File: src/rtl/alu_result_writeback_pkg.sv
// alu_result_writeback_pkg
//   Types and helpers shared between the bitwise ALU unit and its writeback
//   stage: the opcode encoding, the 65-bit bquad_t result (carry-out in bit
//   64, value in [63:0]), the carry bit position and the shift-class test.
package alu_result_writeback_pkg;

  typedef enum logic [4:0] {
    AND      = 5'd0,
    OR       = 5'd1,
    XOR      = 5'd2,
    NOT      = 5'd3,
    AAND     = 5'd4,
    AOR      = 5'd5,
    AXOR     = 5'd6,
    ANOT     = 5'd7,
    SHIFTR   = 5'd8,
    SHIFTL   = 5'd9,
    SHIFTRC  = 5'd10,
    SHIFTLC  = 5'd11,
    ASHIFTR  = 5'd12,
    ASHIFTL  = 5'd13,
    ASHIFTRC = 5'd14,
    ASHIFTLC = 5'd15,
    PASS     = 5'd16,
    NOP      = 5'd17
  } opcode_t;

  typedef logic [64:0] bquad_t;

  localparam int CARRY_BIT = 64;

  // Only the shift family produces a meaningful carry-out; every other
  // opcode leaves the architectural carry alone.
  function automatic logic is_shift_op(input opcode_t op);
    case (op)
      SHIFTR, SHIFTL, SHIFTRC, SHIFTLC,
      ASHIFTR, ASHIFTL, ASHIFTRC, ASHIFTLC: return 1'b1;
      default:                              return 1'b0;
    endcase
  endfunction

endpackage

File: src/rtl/alu_result_writeback_fifo.sv
// result_fifo
//   Circular buffer of DEPTH entries (DEPTH a power of two, so the pointers
//   wrap naturally), WIDTH bits each. The head entry is visible on rdata
//   without a read cycle.
// Ports:
//   clk, rst_n          clock, asynchronous active-low reset
//   push, wdata         write wdata at the tail (ignored when full or flushing)
//   pop                 drop the head entry (ignored when empty or flushing)
//   flush               empty the buffer on the next edge
//   rdata               current head entry
//   full, empty, count  occupancy status
module result_fifo #(
  parameter int DEPTH = 4,
  parameter int WIDTH = 8
) (
  input  logic                         clk,
  input  logic                         rst_n,
  input  logic                         push,
  input  logic                         pop,
  input  logic                         flush,
  input  logic [WIDTH-1:0]             wdata,
  output logic [WIDTH-1:0]             rdata,
  output logic                         full,
  output logic                         empty,
  output logic [$clog2(DEPTH+1)-1:0]   count
);

  localparam int PTR_W = $clog2(DEPTH);
  localparam int CNT_W = $clog2(DEPTH + 1);

  logic [WIDTH-1:0] mem [DEPTH];
  logic [PTR_W-1:0] wr_ptr;
  logic [PTR_W-1:0] rd_ptr;
  logic             do_push;
  logic             do_pop;

  assign full    = (count == CNT_W'(DEPTH));
  assign empty   = (count == '0);
  assign do_push = push && !full && !flush;
  assign do_pop  = pop && !empty && !flush;
  assign rdata   = mem[rd_ptr];

  // Storage carries no reset; validity is tracked by count alone.
  always_ff @(posedge clk) begin
    if (do_push) mem[wr_ptr] <= wdata;
  end

  always_ff @(posedge clk or negedge rst_n) begin
    if (!rst_n) begin
      wr_ptr <= '0;
      rd_ptr <= '0;
      count  <= '0;
    end else if (flush) begin
      wr_ptr <= '0;
      rd_ptr <= '0;
      count  <= '0;
    end else begin
      if (do_push) wr_ptr <= wr_ptr + 1'b1;
      if (do_pop)  rd_ptr <= rd_ptr + 1'b1;
      case ({do_push, do_pop})
        2'b10:   count <= count + 1'b1;
        2'b01:   count <= count - 1'b1;
        default: count <= count;
      endcase
    end
  end

endmodule

File: src/rtl/alu_result_writeback.sv
// alu_result_writeback
//   Buffers bitwise-ALU results with their destination register and drains
//   them to the register-file write port as single-cycle write pulses, while
//   maintaining the architectural carry (and optionally zero) flag.
//   Optional feature macro: ALU_WB_ZERO_FLAG_EN (zero flag tracking; when
//   undefined zero_flag is tied low).
// Ports:
//   clk, rst_n            clock, asynchronous active-low reset
//   in_valid/in_ready     result handshake; in_op, in_dest, in_result payload
//   flush                 discard everything buffered
//   rf_stall              register-file port busy this cycle
//   rf_we/rf_waddr/rf_wdata  registered write port
//   carry_flag, zero_flag architectural flags
//   pending               number of buffered entries
module alu_result_writeback
  import alu_result_writeback_pkg::*;
#(
  parameter int DEPTH      = 4,
  parameter int REG_ADDR_W = 5
) (
  input  logic                         clk,
  input  logic                         rst_n,
  input  logic                         in_valid,
  output logic                         in_ready,
  input  opcode_t                      in_op,
  input  logic [REG_ADDR_W-1:0]        in_dest,
  input  bquad_t                       in_result,
  input  logic                         flush,
  input  logic                         rf_stall,
  output logic                         rf_we,
  output logic [REG_ADDR_W-1:0]        rf_waddr,
  output logic [63:0]                  rf_wdata,
  output logic                         carry_flag,
  output logic                         zero_flag,
  output logic [$clog2(DEPTH+1)-1:0]   pending
);

  localparam int RES_W   = $bits(bquad_t);
  localparam int OP_W    = $bits(opcode_t);
  localparam int ENTRY_W = OP_W + REG_ADDR_W + RES_W;

  logic                  full;
  logic                  empty;
  logic                  push;
  logic                  pop;
  logic [ENTRY_W-1:0]    head;
  opcode_t               head_op;
  logic [REG_ADDR_W-1:0] head_dest;
  bquad_t                head_result;

  // in_ready depends only on occupancy, flush and reset so that rf_stall
  // never reaches the upstream handshake combinationally.
  assign in_ready = !full && !flush && rst_n;
  assign push     = in_valid && in_ready;
  assign pop      = !empty && !rf_stall && !flush;

  result_fifo #(
    .DEPTH (DEPTH),
    .WIDTH (ENTRY_W)
  ) u_fifo (
    .clk   (clk),
    .rst_n (rst_n),
    .push  (push),
    .pop   (pop),
    .flush (flush),
    .wdata ({in_op, in_dest, in_result}),
    .rdata (head),
    .full  (full),
    .empty (empty),
    .count (pending)
  );

  assign head_op     = opcode_t'(head[ENTRY_W-1 -: OP_W]);
  assign head_dest   = head[RES_W +: REG_ADDR_W];
  assign head_result = head[RES_W-1:0];

  // Write port and carry. Register 0 is never written, but the entry still
  // retires and still updates the flags.
  always_ff @(posedge clk or negedge rst_n) begin
    if (!rst_n) begin
      rf_we      <= 1'b0;
      rf_waddr   <= '0;
      rf_wdata   <= '0;
      carry_flag <= 1'b0;
    end else begin
      rf_we <= pop && (head_dest != '0);
      if (pop) begin
        rf_waddr <= head_dest;
        rf_wdata <= head_result[63:0];
        if (is_shift_op(head_op)) carry_flag <= head_result[CARRY_BIT];
      end
    end
  end

`ifdef ALU_WB_ZERO_FLAG_EN
  // Zero flag follows every retired value regardless of opcode or dest.
  always_ff @(posedge clk or negedge rst_n) begin
    if (!rst_n) begin
      zero_flag <= 1'b0;
    end else if (pop) begin
      zero_flag <= (head_result[63:0] == 64'd0);
    end
  end
`else
  assign zero_flag = 1'b0;
`endif

endmodule

File: config.mk
export PLATFORM = sky130hd
export DESIGN_NAME = alu_result_writeback
export DESIGN_NICKNAME = d
export VERILOG_FILES = /design/src/rtl/alu_result_writeback_pkg.sv /design/src/rtl/alu_result_writeback_fifo.sv /design/src/rtl/alu_result_writeback.sv
export SDC_FILE = /design/constraint.sdc
export NUM_CORES = 1
export LEC_CHECK = 0
export ABC_AREA = 1
export CORE_AREA = 2 2 147 178
export DETAILED_ROUTE_END_ITERATION = 7
export DIE_AREA = 0 0 149 180
export GPL_TIMING_DRIVEN = 0
export PLACE_DENSITY_LB_ADDON = 0.05
export SYNTH_ARGS = -nofsm -noshare
export SYNTH_HDL_FRONTEND = slang
export SYNTH_SLANG_ARGS = --single-unit
File: constraint.sdc
create_clock -name clk -period 6.05 [get_ports clk]
set_clock_uncertainty 0.05 [all_clocks]
set_input_delay 1.21 -clock clk [delete_from_list [all_inputs] [get_ports clk]]
set_output_delay 1.21 -clock clk [all_outputs]
set_load 0.05 [all_outputs]
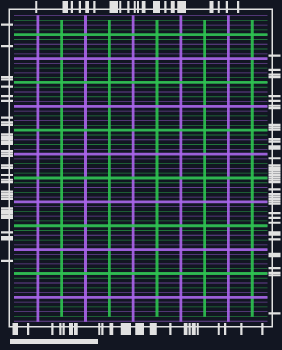
(images/pdn.png)
Bar = 50 µm. Pins as bars on the die edge.
legend:
  green:
    net: VDD
  purple:
    net: VSS
met4 straps: 10
met5 straps: 12
met1 rails: 65

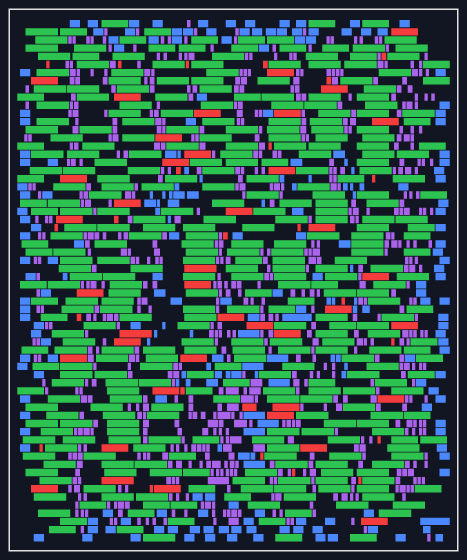
(images/cell_classes.png)
legend:
  blue:
    class: other buffers and delay cells
    cells: 223
  red:
    class: clock drivers and dummy loads
    cells: 64
  green:
    class: flip-flops
    cells: 366
  purple:
    class: all other logic
    cells: 642

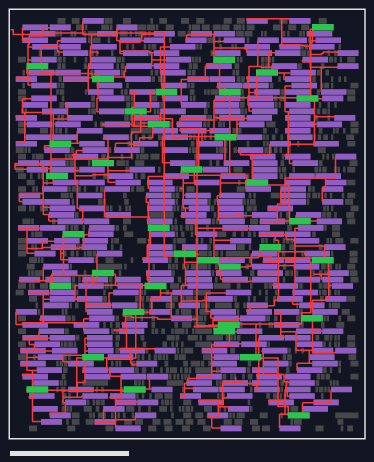
(images/clock_map.png)
Bar = 50 µm.
legend:
  green:
    item: cells driving clock nets
    count: 36
  purple:
    item: flip-flops
    count: 366
  red:
    item: clock wires
    length: 3900 µm
flops lie: spread over the die

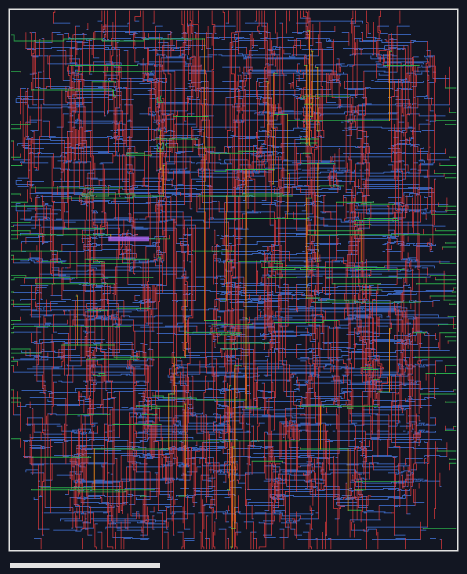
(images/metal_stack.png)
Bar = 50 µm.
legend:
  orange:
    layer: met4
    wire_length: 816 µm
  purple:
    layer: met5
    wire_length: 12.0 µm
  red:
    layer: met2
    wire_length: 15400 µm
  blue:
    layer: met1
    wire_length: 12700 µm
  green:
    layer: met3
    wire_length: 1960 µm

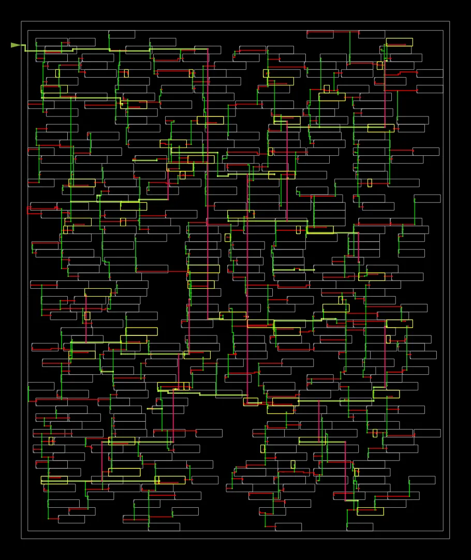
(images/final_clocks.png)
Num CTS Buffers: 36
clk sink count: 366
Late-Pin Clk Latency: 0.51 ns
Flops: 366

==> run summary <==
Rows: 64
CP Cell Sequence: clkdlybuf4s50_1 -> nor2_2 -> nand2_1 -> inv_1 -> clkdlybuf4s50_1
Total GRT Usage: 23.34%
hold slack: 0.4262 ns
Via-to-Cell Ratio: 5.497
Post-Layout Cell Count: 1625
H-tree depth: 2
Inserted Diodes: 0
largest net degree at the start of global routing: 44
Mapped Avg Cell Area: 12.96 µm²
CP required: 4.79 ns
CP max-delay cell: clkdlybuf4s50_1
Top cells excl fill/tap: edfxtp_1 (288), nand2_1 (242), clkdlybuf4s50_1 (150), nor2_1 (135), o21ai_0 (131)
status: finished, final reports clean
final wirelength: 30860 µm
Layout Nets: 1354
DP Cell Count: 1561
Comb power frac: 28.3%
CTS tree: done
most used cell, CP: clkdlybuf4s50_1
Power Dens Cells: 428.4 nW/µm²
detailed router's first-iteration violation count: 645
dpl hpwl: 19410 µm
Tot Pwr: 7.353 mW
I/O pins: 156
Fmax: 0.2431 GHz
Seq share, synth: 76.43%
critical path peak fanout: 4
top layer used by detailed routing: met5
WP data arrival: 2.85 ns
CTS root buf: clkbuf_16
Vert. Die Dim: 180 µm
Peak VDD IR: 0.0003167 V
initial antenna violation count: 1
routed vias: 8933
worst min-delay path, delay by kind of cell, from the launching register on:
kind / cells / cell delay [ns]
flops: 1 / 0.34
simple gates: 2 / 0.10
state kept, by name (all words and copies together) (netlist names):
register       cells
u_fifo.count       3
carry_flag         1
u_fifo.rd_ptr      2
u_fifo.mem       288
rf_we              1
rf_wdata          64
u_fifo.wr_ptr      2
rf_waddr           5
cells by family (layout without fill, tap and decap cells):
group | after synthesis | after routing | synth area share, %
buf+inv | 81 | 306 | 3.383
fa+ha+maj | 5 | 5 | 0.5052
simple gates | 406 | 406 | 11.37
compound gates | 210 | 210 | 8.227
flops | 366 | 366 | 76.43
other cells | 1 | 1 | 0.02704
xor+xnor | 1 | 1 | 0.06316
cell type report:
class / instances / area [µm²]
flip-flops and latches: 366 / 10600
inverters: 19 / 73.82
clock buffers: 50 / 984.7
clock inverters: 14 / 141.4
multi-input cells: 623 / 2830
repair buffers: 161 / 1724
well taps: 330 / 412.9
fillers: 1902 / 7981
plain buffers: 62 / 395.4
Yosys cell counts:
master,number,share of area (%)
ha_1,4,0.36
o21ai_1,9,0.32
clkbuf_2,1,0.036
buf_6,17,1.4
o211ai_1,2,0.11
fa_1,1,0.14
o21ai_0,131,4.7
conb_1,1,0.027
o22ai_1,65,2.9
buf_4,3,0.16
nor2_4,1,0.081
inv_4,1,0.045
nand2_2,3,0.14
nand3_2,2,0.14
clkbuf_1,23,0.62
nor2_2,1,0.045
buf_2,18,0.65
xor2_1,1,0.063
inv_1,15,0.41
nor2_1,139,3.8
dfrtp_1,78,14
edfxtp_1,288,62
nand3_1,18,0.65
a21oi_1,2,0.072
a21oi_2,1,0.063
nand2_1,242,6.5
inv_2,3,0.081
per-layer routing:
metal,global-route usage [%],vias up
met5,0,-
li1,-,4175
met3,3.934,62
met4,7.924,2
met2,39.67,331
met1,30.65,4363
through the flow:
| stage | utilization (%) | setup slack (ns) | TNS [ns] |
|---|---|---|---|
| after floorplan | - | 0.9632 | 0 |
| after global placement | 62.81 | -5.367 | -1514.70 |
| after detailed placement | 63.78 | 1.919 | 0 |
| after CTS | 68.26 | 1.924 | 0 |
| after global routing | 68.26 | 1.820 | 0 |
| final | 68.26 | 1.936 | 0 |
worst paths after layout:
path	from	end
setup / recovery	flush	in_ready
setup reg to reg	u_fifo.count[0]$_DFFE_PN0P_	u_fifo.mem[2][32]$_DFFE_PP_
hold / removal	rf_wdata[7]$_DFFE_PN0P_	rf_wdata[7]$_DFFE_PN0P_
hold reg to reg	rf_wdata[7]$_DFFE_PN0P_	rf_wdata[7]$_DFFE_PN0P_
max in group asynchronous	rst_n	rf_wdata[37]$_DFFE_PN0P_
min in group asynchronous	rst_n	rf_wdata[0]$_DFFE_PN0P_
power groups by stage:
stage / combinational (mW) / clock, mW / sequential [mW]
4_1_cts: 2.10 / 2.19 / 3.12
5_1_grt: 2.21 / 2.28 / 3.15
3_3_place_gp: 2.06 / 0 / 3.18
6_report: 2.08 / 2.15 / 3.12
2_1_floorplan: 0.505 / 0 / 3.99
3_5_place_dp: 2.09 / 0 / 3.17
Power figures rest on the tool's default switching activity, not on a simulated workload.
